Run 1, wiring by layer:
Drawn at 2 px/micron.
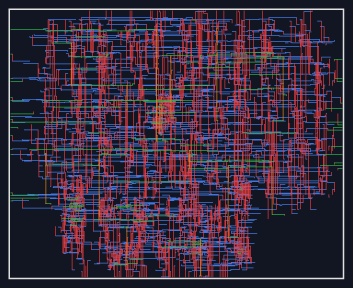
Run 1, port wiring:
Drawn at 3 px/micron.
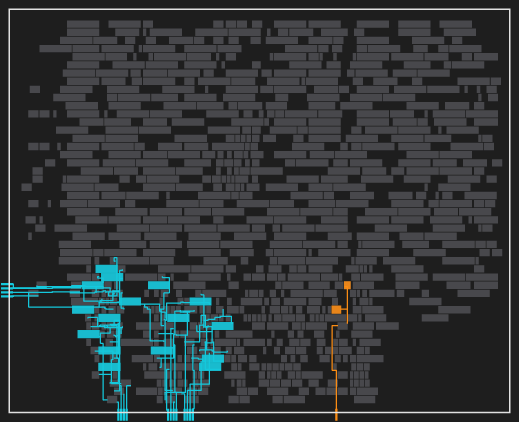
Run 1, clock wiring as the flow saved it:
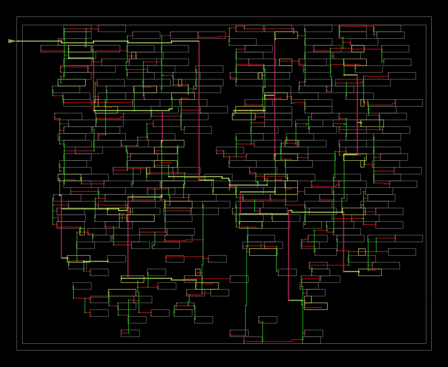
[src/rtl/sum_capture_pkg.sv]
// Shared types and widths for the sum_capture result-capture block.
// Entry width grows by TS_W when SUM_CAPTURE_TIMESTAMP_EN is defined.
package sum_capture_pkg;

  typedef enum logic [1:0] {
    IDLE    = 2'd0,
    CAPTURE = 2'd1,
    STOPPED = 2'd2
  } state_t;

  localparam int unsigned CNT_W = 16;
  localparam int unsigned TS_W  = 32;

  // Stored entry: {[ts,] err, sum, b, a}
  function automatic int unsigned entry_w(input int unsigned w);
`ifdef SUM_CAPTURE_TIMESTAMP_EN
    return 3 * w + 2 + TS_W;
`else
    return 3 * w + 2;
`endif
  endfunction

endpackage

[src/rtl/sum_capture_fifo.sv]
// Generic first-word-fall-through circular buffer with wrap-bit pointers.
module sum_capture_fifo #(
  parameter int unsigned WIDTH = 26,
  parameter int unsigned DEPTH = 8
) (
  input  logic                     clk,
  input  logic                     rst,
  input  logic                     clr,
  input  logic                     push,
  input  logic                     pop,
  input  logic [WIDTH-1:0]         wdata,
  output logic [WIDTH-1:0]         rdata,
  output logic [$clog2(DEPTH):0]   level,
  output logic                     full,
  output logic                     empty
);

  localparam int unsigned AW = $clog2(DEPTH);
  localparam int unsigned PW = AW + 1;

  logic [WIDTH-1:0] mem [DEPTH];
  logic [PW-1:0]    wr_ptr;
  logic [PW-1:0]    rd_ptr;
  logic             do_push;
  logic             do_pop;

  assign level   = wr_ptr - rd_ptr;
  assign full    = (level == PW'(DEPTH));
  assign empty   = (wr_ptr == rd_ptr);
  assign do_pop  = pop && !empty;
  assign do_push = push && (!full || do_pop);
  assign rdata   = empty ? '0 : mem[rd_ptr[AW-1:0]];

  always_ff @(posedge clk) begin
    if (rst || clr) begin
      wr_ptr <= '0;
      rd_ptr <= '0;
    end else begin
      if (do_push) wr_ptr <= wr_ptr + PW'(1);
      if (do_pop)  rd_ptr <= rd_ptr + PW'(1);
    end
  end

  // Storage is not reset; empty masks stale contents on rdata.
  always_ff @(posedge clk) begin
    if (do_push && !rst && !clr) mem[wr_ptr[AW-1:0]] <= wdata;
  end

endmodule

[src/rtl/sum_capture.sv]
// Checks sum == a + b on each captured sample and buffers tagged results.
// Optional SUM_CAPTURE_TIMESTAMP_EN adds a 32-bit write-time stamp per entry.
module sum_capture
  import sum_capture_pkg::*;
#(
  parameter int unsigned W            = 8,
  parameter int unsigned DEPTH        = 8,
  parameter bit          STOP_ON_FULL = 1'b0
) (
  input  logic                     clk,
  input  logic                     rst,
  input  logic                     arm,
  input  logic                     clr,
  input  logic                     in_valid,
  input  logic [W-1:0]             in_a,
  input  logic [W-1:0]             in_b,
  input  logic [W:0]               in_sum,
  input  logic                     rd_ready,
  output logic                     rd_valid,
  output logic [entry_w(W)-1:0]    rd_data,
  output logic [$clog2(DEPTH):0]   level,
  output logic                     full,
  output logic                     empty,
  output logic [CNT_W-1:0]         err_count,
  output logic [CNT_W-1:0]         drop_count,
  output logic                     capturing
);

  localparam int unsigned EW = entry_w(W);
  localparam int unsigned LW = $clog2(DEPTH) + 1;
  localparam int unsigned SW = W + 1;

  state_t          state_q;
  state_t          state_d;
  logic            err_c;
  logic            push_c;
  logic            pop_c;
  logic            drop_c;
  logic [SW-1:0]   sum_ref_c;
  logic [EW-1:0]   wdata_c;

  assign capturing = (state_q == CAPTURE);
  assign rd_valid  = !empty;
  assign pop_c     = rd_valid && rd_ready && !clr;
  assign push_c    = capturing && in_valid && !clr && (!full || pop_c);
  assign drop_c    = capturing && in_valid && !clr && full && !pop_c;
  assign sum_ref_c = SW'(in_a) + SW'(in_b);
  assign err_c     = (sum_ref_c != in_sum);

`ifdef SUM_CAPTURE_TIMESTAMP_EN
  logic [TS_W-1:0] ts_q;

  always_ff @(posedge clk) begin
    if (rst) ts_q <= '0;
    else     ts_q <= ts_q + TS_W'(1);
  end

  assign wdata_c = {ts_q, err_c, in_sum, in_b, in_a};
`else
  assign wdata_c = {err_c, in_sum, in_b, in_a};
`endif

  always_ff @(posedge clk) begin
    if (rst) state_q <= IDLE;
    else     state_q <= state_d;
  end

  // Stop only on the write that fills the last slot.
  always_comb begin
    state_d = state_q;
    case (state_q)
      IDLE:    if (arm) state_d = CAPTURE;
      CAPTURE: if (STOP_ON_FULL && push_c && !pop_c && (level == LW'(DEPTH - 1)))
                 state_d = STOPPED;
      STOPPED: if (arm) state_d = CAPTURE;
      default: state_d = IDLE;
    endcase
  end

  always_ff @(posedge clk) begin
    if (rst || clr) begin
      err_count  <= '0;
      drop_count <= '0;
    end else begin
      if (push_c && err_c && (err_count != '1)) err_count  <= err_count + CNT_W'(1);
      if (drop_c && (drop_count != '1))         drop_count <= drop_count + CNT_W'(1);
    end
  end

  sum_capture_fifo #(
    .WIDTH (EW),
    .DEPTH (DEPTH)
  ) u_fifo (
    .clk   (clk),
    .rst   (rst),
    .clr   (clr),
    .push  (push_c),
    .pop   (pop_c),
    .wdata (wdata_c),
    .rdata (rd_data),
    .level (level),
    .full  (full),
    .empty (empty)
  );

endmodule

[config.mk]
export PLATFORM = sky130hd
export DESIGN_NAME = sum_capture
export DESIGN_NICKNAME = d
export VERILOG_FILES = /design/src/rtl/sum_capture_pkg.sv /design/src/rtl/sum_capture_fifo.sv /design/src/rtl/sum_capture.sv
export SDC_FILE = /design/constraint.sdc
export NUM_CORES = 1
export LEC_CHECK = 0
export CORE_ASPECT_RATIO = 0.8
export CORE_MARGIN = 2
export CORE_UTILIZATION = 50
export DETAILED_ROUTE_END_ITERATION = 10
export PLACE_DENSITY = 0.71
export SETUP_SLACK_MARGIN = 0.5
export SLEW_MARGIN = 20
export SYNTH_ARGS = -nofsm -noshare
export SYNTH_HDL_FRONTEND = slang
export SYNTH_SLANG_ARGS = --single-unit
[constraint.sdc]
create_clock -name clk -period 4.3 [get_ports clk]
set_input_delay 0.645 -clock clk [delete_from_list [all_inputs] [get_ports clk]]
set_output_delay 0.645 -clock clk [all_outputs]
set_load 0.01 [all_outputs]
==> flow_results.org, run 1 <==
#+TITLE: Physical design notes

** Outcome
- Status :: finished, final reports clean

** Logic synthesis
- In this run, the synthesized area fraction spent on xor and xnor cells is recorded as 2.06%.
- Counting flops and latches in the post-synthesis netlist gives 252.
- Post-synthesis async set-or-reset flop share :: 0%
- The chip area line in the Yosys stat output reads 10,500 sq um.
- The cell area that synthesis handed to floorplanning was 10,500 sq um.
- The main area contributors are sky130_fd_sc_hd__edfxtp_1, sky130_fd_sc_hd__mux4_2, sky130_fd_sc_hd__dfxtp_1, sky130_fd_sc_hd__mux2i_1, sky130_fd_sc_hd__ha_1.
- The synthesis log from Yosys contains 0 warnings.
- For this run, the leading register cell type out of synthesis is sky130_fd_sc_hd__edfxtp_1.
- Sequential share of the synthesized area :: 67.6%
- Synthesis produced a netlist with a net count of 706.
- Dominant combinational cell family by area after synthesis :: multiplexers
- Synth mux share :: 13.8%
- After synthesis, the netlist uses between 50 and 60 different library cells.
- Gate Count Post-Synth :: 658
- The commonest cells after synthesis are sky130_fd_sc_hd__edfxtp_1, sky130_fd_sc_hd__mux4_2, sky130_fd_sc_hd__nor2_1.
- After Yosys synthesis, full adders, half adders and majority gates account for 2.16% of the synthesized area.
- For this design, Yosys synthesis ends with a cell count of about 660.
- Top cell type by instance count after synthesis :: sky130_fd_sc_hd__edfxtp_1
- Mean cell area of the mapped netlist :: 16.0 sq um
- The largest total area in the synthesized netlist belongs to sky130_fd_sc_hd__edfxtp_1.

** Worst hold path
- In this run the worst hold path is classified as register to register.
- For hold timing, the worst endpoint is drop_count[8].
- Hold depth :: 2
- STA lists the startpoint of the worst hold path as drop_count[8].

** Pwr
- The worst VDD IR drop from the latest analysis is 233 uV.
- The internal portion of the total power is roughly 4300 uW.
- Fraction of power consumed by the clock network :: 46.7%
- Net switching is approximately a fifth of the power.
- Total Power Consumption :: roughly 5300 uW
- Seq pwr share :: 50.0%
- The leakage component of the power was reported as 0.00400 uW.

** Clock tree
- Once the clock tree was built, the setup fixing pass inserted 0 buffers.
- The number of gates resized after CTS was 0.
- Hold repair after CTS inserted 0 buffers.
- In this run the deepest clock path goes through 3 buffers.
- CTS built an H-tree with a depth of 1.
- Per the skew report, the later register of the worst-skew pair sees a clock latency of 0.52 ns.
- Clock slew at the register clock pins of the worst setup and hold paths :: 0.07 ns

** Routing
- Number of remaining DRC errors :: 0
- Total length of routed met3 wires :: 1310 microns
- Dividing the detail-routed wire length by the instance count gives 21.8 microns.
- Detailed-route via count :: 6,312
- Total met2 wirelength after detailed routing :: 11,200 microns
- Top layer reached by signal wires :: met4
- After detailed routing, the wire length on met1 is 10,100 microns.
- Before antenna repair, the detailed router went through 5 iterations.

** Finish
- Count of inverters not on the clock network in the layout :: 11
- Final antenna diode count :: 0
- Most common library cell in the layout ignoring fill and taps :: sky130_fd_sc_hd__edfxtp_1
- # nets final :: 812
- According to the cell report, the number of logic gates is about 360.
- Fin cells :: 1,053
- The final report gives the standard cell area, fillers excluded, as 12,800 sq um.
- Area added between synthesis and finish :: 21.8%
- The final layout report lists a clock buffer count of 34.
- Multi-input gate share of the layout cell area :: 25.5%
- Fin util :: 62.0%

** GRT
- Entering global routing, the biggest net connects 53 pins.
- Met3 Resource Use GR :: 3.36%
- Global-route wire length before repair :: 36,100 microns
- The global router reports that the layer with the highest usage is met2.
- Sum of overflow across all layers after global routing :: 0
- On met1, the global router reports a usage of 30.1%.
- Antenna violations before repair :: 0
- The number of global-route vias before repair was ~6,400.

** Placement
- Summing all placed instances gives a cell area of roughly 12,000 sq um.
- Post-detail-place hpwl :: roughly 14,000 microns
- Routability-driven placement congestion ratio :: 0.813
- Cell Count Post-Placement :: 1,005

** Timing
- On the final layout, the worst hold slack is 0.512 ns.
- Time the worst path needs with I/O delays and setup :: approximately 3.6 ns
- Measured against its own limit, the worst slew margin works out to 31.0%.
- The final report lists the setup-violating endpoint count as 0.
- In the final report, the number of hold violations comes to 0.
- Number of pins exceeding their max-slew limit in the final report :: 0
- Setup_tns :: 0 ns
- Post-layout worst setup margin :: slightly below 0.7 ns
- Setup repair after global routing missed its margin :: no
- Clock skew on the completed layout was measured at ~0.009 ns.
- Fraction of the cycle the final worst path needs :: roughly 84%

** Worst setup path
- In this run the critical register-to-register path is launched from u_fifo.wr_ptr[1].
- The largest individual stage delay along the critical path comes from the cell sky130_fd_sc_hd__dfxtp_1.
- Crit path capture :: rd_data[25]
- Number of cells on the critical path :: 6
- Critical path launch point :: u_fifo.wr_ptr[1]
- Class of the most critical setup path :: register to output pin
- Endpoint type of the worst setup path :: output pin
- The critical path contains buffers and inverters numbering 2 combined.
- Data arrival time of the critical path :: approximately 3.0 ns
- The critical path maximum fanout is 12.
- Delay of the slowest cell on the worst path :: between 0.6 and 0.7 ns

** Run
- Total tool warning count :: 27

** Die
- Num tapcells :: 269
- Core footprint :: 20,700 sq um
- Floorplan die height :: 134 microns
- The floorplan report gives the top-level pin count as 97.
## Picture notes: 'wiring by layer'
Key: orange = M4 [wire length 393 microns]; green = M3 [wire length 1,310 microns]; blue = M1 [wire length 10,100 microns]; red = M2 [wire length 11,200 microns]

## Picture notes: 'port wiring'
Key: orange = `rd_ready` [direction input, end cells 2, buffers 1, wire 47.1 microns]; cyan = `err_count` [direction output, end cells 16, buffers 16, wire 865 microns]

## Picture notes: 'clock wiring as the flow saved it'
total clock sinks: 252
number of flip-flops and latches: 252

## run 1: registers in the layout, indices dropped and copies added (netlist names), named ones only
signal         count
drop_count        16
err_count         16
state_q            1
u_fifo.mem       208
u_fifo.rd_ptr      4
u_fifo.wr_ptr      4
## run 1: worst reg2reg max path: stages, from the launching register on
cell	delay, ns
sky130_fd_sc_hd__dfxtp_1	0.63
sky130_fd_sc_hd__ha_1	0.34
sky130_fd_sc_hd__nor2b_1	0.14
sky130_fd_sc_hd__o21ai_1	0.19
sky130_fd_sc_hd__nand3_2	0.15
sky130_fd_sc_hd__and4_1	0.23
sky130_fd_sc_hd__nor2_1	0.40
sky130_fd_sc_hd__nand3_1	0.31
sky130_fd_sc_hd__nor3b_2	0.26
sky130_fd_sc_hd__buf_4	0.44
==> run 2, diff against run 1 <==
- clock period: 4.3 -> 3 ns (I/O delays scaled with it)
Run 2, sequential cells grouped by signal name:
Drawn at 1.5 px/micron.
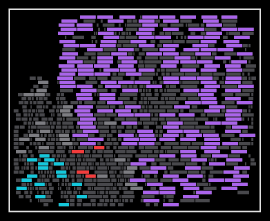
Key: red = `u_fifo.wr_ptr` [sequential cells 4]; cyan = `drop_count` [sequential cells 16, where bottom left]; purple = `u_fifo.mem` [sequential cells 208]

==> run 2 against run 1 <==
Against the previous run: global-route usage grew 6.6 points; cell area grew 21%; total power grew 42%; cell count grew 14%; area after synthesis is the same; largest power group unchanged; clock skew grew 0.013 ns; core utilization grew 13 points; critical endpoint is now u_fifo.mem[5][5].
==> flow_results.org, run 2 <==
#+TITLE: Physical design notes

** GRT
- Antenna violations before repair :: 1
- Global-route usage over all layers :: 27.5%
- The number of global-route vias before repair came to between 7,000 and 8,000.
- Fraction of met1 tracks used by global routing :: 35.4%
- Entering global routing, the biggest net connects 40 pins.
- In the global route stage, met3 resource usage came out at 4.84%.
- The layer flagged by global routing as most heavily used is met2.
- GRT met2 Usage :: 48.6%
- Sum of overflow across all layers after global routing :: 0
- The first global-routing pass estimated 45,800 microns of wire.

** Placement
- The HPWL after detailed placement is approximately 14,000 microns.
- Routability-driven placement congestion ratio :: 0.829
- Cell Count Post-Placement :: 1,030
- Port buffering added 96 buffers.

** Clock tree
- Hold-fix buffer count after cts :: 0
- Clock tree synthesis selected as its root buffer the cell sky130_fd_sc_hd__clkbuf_16.
- TritonCTS built the clock tree.
- Clock slew at the register clock pins of the worst setup and hold paths :: roughly 0.070 ns
- Clock latency reported for the late side of the worst-skew pair :: 0.55 ns
- Number of buffers inserted during clock tree synthesis :: 25
- The clock passes through at most 3 buffers.
- The number of clock sinks came to 252.
- Number of H-tree branching levels :: 1
- Post-CTS setup-driven buffer insertion count :: 68
- CTS-repair resized insts :: 195

** Timing
- Setup repair after global routing could not meet its margin everywhere.
- The final timing report lists clock skew as 0.0219 ns.
- In the final report, the number of endpoints failing setup comes to 0.
- Relative slew slack :: 39.6%
- The flow reports an fmax of 340 MHz.
- The transition time recorded at the tightest slew-check pin is 0.906 ns.
- Fraction of the cycle the final worst path needs :: a little over nine tenths
- Number of pins exceeding their max-slew limit in the final report :: 0
- Time the worst path needs with I/O delays and setup :: 2.94 ns
- After routing, the total negative slack on setup checks comes to 0 ns.
- Counting endpoints that fail hold in the final report gives 0.

** Logic synthesis
- Proportion of netlist area held by the largest area contributor :: 59.2%
- Of the total synthesized cell area, the portion taken by XOR and XNOR cells is 2.06%.
- Yosys Instances :: 658
- Counting every instance in the synthesized netlist gives 658.
- Post-synth top flop :: sky130_fd_sc_hd__edfxtp_1
- Area fraction in compound gates after synthesis :: 4.25%
- The main area contributors are sky130_fd_sc_hd__edfxtp_1, sky130_fd_sc_hd__mux4_2, sky130_fd_sc_hd__dfxtp_1, sky130_fd_sc_hd__mux2i_1, sky130_fd_sc_hd__ha_1.
- Ranked by instance count, the synthesized netlist is headed by sky130_fd_sc_hd__edfxtp_1, sky130_fd_sc_hd__mux4_2, sky130_fd_sc_hd__nor2_1.
- Cell area after synthesis :: 10,500 sq um
- Unique cell types :: 51
- EDFF count, synth :: 208
- The synthesis report gives the async set-or-reset register share as 0%.
- Of the combinational cells, the family taking the most area is multiplexers.
- Top cell type by instance count after synthesis :: sky130_fd_sc_hd__edfxtp_1
- For reference, full adder, half adder and majority cells occupy 2.16% of the area reported after synthesis.
- Count of synthesis-stage warnings from yosys :: 0
- Of the post-synthesis cell area, the part taken by muxes is 13.8%.
- The synthesized netlist devotes between 8 and 9% of its cell area to simple gates.
- The number of nets handed over by synthesis was 706.
- Area leader, netlist :: sky130_fd_sc_hd__edfxtp_1
- The synthesis stat section lists a flop and latch total of roughly 250.
- Of the synthesized area, sequential elements account for 67.6%.
- After synthesis, the chip area reported by Yosys is 10,500 sq um.
- Mean cell area of the mapped netlist :: 16.0 sq um

** Worst setup path
- CP Buf/Inv Count :: 7
- CP startpoint kind :: register
- Looking at the reg2reg group, the worst path ends at u_fifo.mem[5][5].
- Crit path capture :: u_fifo.mem[5][5]
- Reg2Reg Depth :: 15
- Traced cell by cell, the critical path runs through inv_2 > ha_4 > nor2b_2 > o21ai_2 > a21o_2 > buf_4 > and4_4 > nor2_4 > buf_6 > nand3_4 > buf_6 > nor3b_4 > buf_4 > buf_8 > buf_16.
- The timing report gives the biggest stage delay along the critical path as 0.35 ns.
- The report shows a maximum critical-path fanout of 7.
- Source of the worst register-to-register timing path :: u_fifo.rd_ptr[1]
- Kind of cell adding the most delay to the critical path :: buffers and inverters
- Endpoint type of the worst setup path :: register
- OpenSTA lists the critical path startpoint as u_fifo.rd_ptr[1].
- The required time at the worst endpoint is listed as 3.26 ns.
- Number of cells on the critical path :: 15
- Data arrival time of the critical path :: between 3 and 4 ns
- In the setup report, the worst path falls into the class register to register.
- Worst reg2reg setup slack :: 0.06 ns
- Per the STA report, the cell with the highest stage delay on the worst path is sky130_fd_sc_hd__dfxtp_2.

** Finish
- Tally of clock buffers in the finished layout :: 29
- Layout cell share with drive strength beyond 1 :: 41.5%
- Area taken by multi-input logic gates :: 3740 sq um
- Final clock-cell share :: 5.59%
- The area taken by sequential standard cells is reported as 7150 sq um.
- Multi-input combinational cells in the finished layout were counted as 362.
- Filler cell count in the final layout :: 1,145
- Number of flip-flops and latches :: 252
- Area added between synthesis and finish :: 46.9%
- By area, the class that comes first in the final layout consists of flip-flops and latches.
- The top cell types in the final layout, fill and taps aside, are sky130_fd_sc_hd__edfxtp_1, sky130_fd_sc_hd__buf_4, sky130_fd_sc_hd__mux4_2, sky130_fd_sc_hd__clkdlybuf4s50_1, sky130_fd_sc_hd__buf_6.
- Non-clock buffer count :: 262
- # nets final :: 962
- Final antenna diode count :: 1
- Area share of buffers outside the clock network :: 21.6%
- Of the total standard cell area in the layout, the multi-input combinational portion is between 20% and 30%.
- Max reg flops :: 208
- Share of cell area taken by flip-flops and latches :: 46.1%
- The layout has 11 inverters outside the clock class.
- Most common library cell in the layout ignoring fill and taps :: sky130_fd_sc_hd__edfxtp_1
- Fin cells :: 1,203

** Run
- Total tool warning count :: 29
- Max-cap violations :: 0

** Routing
- Detail Route Antenna Nets :: 0
- After detailed routing, the total wire length is around 33,000 microns.
- Number of remaining DRC errors :: 0
- Top layer reached by signal wires :: met4
- The detailed router put a total of 12,200 microns of wire on met1.
- Total length of routed met3 wires :: 2390 microns
- The routed layout has 7,385 vias.
- Total met2 wirelength after detailed routing :: 16,600 microns
- Initial drt markers :: 726
- Average wire per standard cell :: 27.2 microns
- Detailed Routing Iterations Pass 1 :: 5
- Using the TritonRoute via totals, the vias-per-cell ratio works out to between 6 and 7.

** Pwr
- Worst voltage drop across the vdd grid :: 501 uV
- The flow reported a cell area power density of ~480 nW/um^2.
- For this design the static power due to leakage is 0.00528 uW.

** Die
- The horizontal die dimension reported for this design is 166 microns.
- between 90 and 100 I/O pins were placed.
- Per the OpenROAD floorplan log, the area of the die is around 22,000 sq um.
- Across the placement rows, the number of tap cells is 269.
- In this run the vertical extent of the chip is 134 microns.
- Fraction of the core area occupied by cells at floorplan :: 50.9%
- After floorplanning, the core was sized to cover 20,700 sq um.
- Cell Rows :: 47

** Worst hold path
- The launch point of the worst min-delay path is recorded as in_b[5].
- Hold depth :: 1
- The most critical min-delay path falls under input pin to register.
- The endpoint of the worst hold path is reported as u_fifo.mem[7][13].

** Outcome
- Status :: finished, final reports clean
[run 2: through the flow]
step                instance area [sq um]  hold WS (ns)  setup slack (ns)  utilization, %  power [uW]
finish                              15500         0.264            0.0605            74.9        7490
detailed placement                  12300         0.493            -0.671            59.6        4140
global placement                    12300         0.481            -0.513            59.6        4130
CTS                                 14900         0.239             0.162            72.0        7430
global route                        15500         0.272           -0.0189            74.8        7660
floorplan                           10700         0.480           -0.0764               -        3990
[run 2: kinds of logic after synthesis]
group	Yosys count
mux	80
compound gates	76
buf+inv	44
xor+xnor	24
flops	252
fa+ha+maj	17
simple gates	165
[run 2: power breakdown]
part / total (uW) / switching (uW) / internal [uW]
clock: 3350 / 1380 / 1970
combinational: 363 / 202 / 161
sequential: 3780 / 3.16 / 3780
Power is estimated from default activity; no workload was simulated.
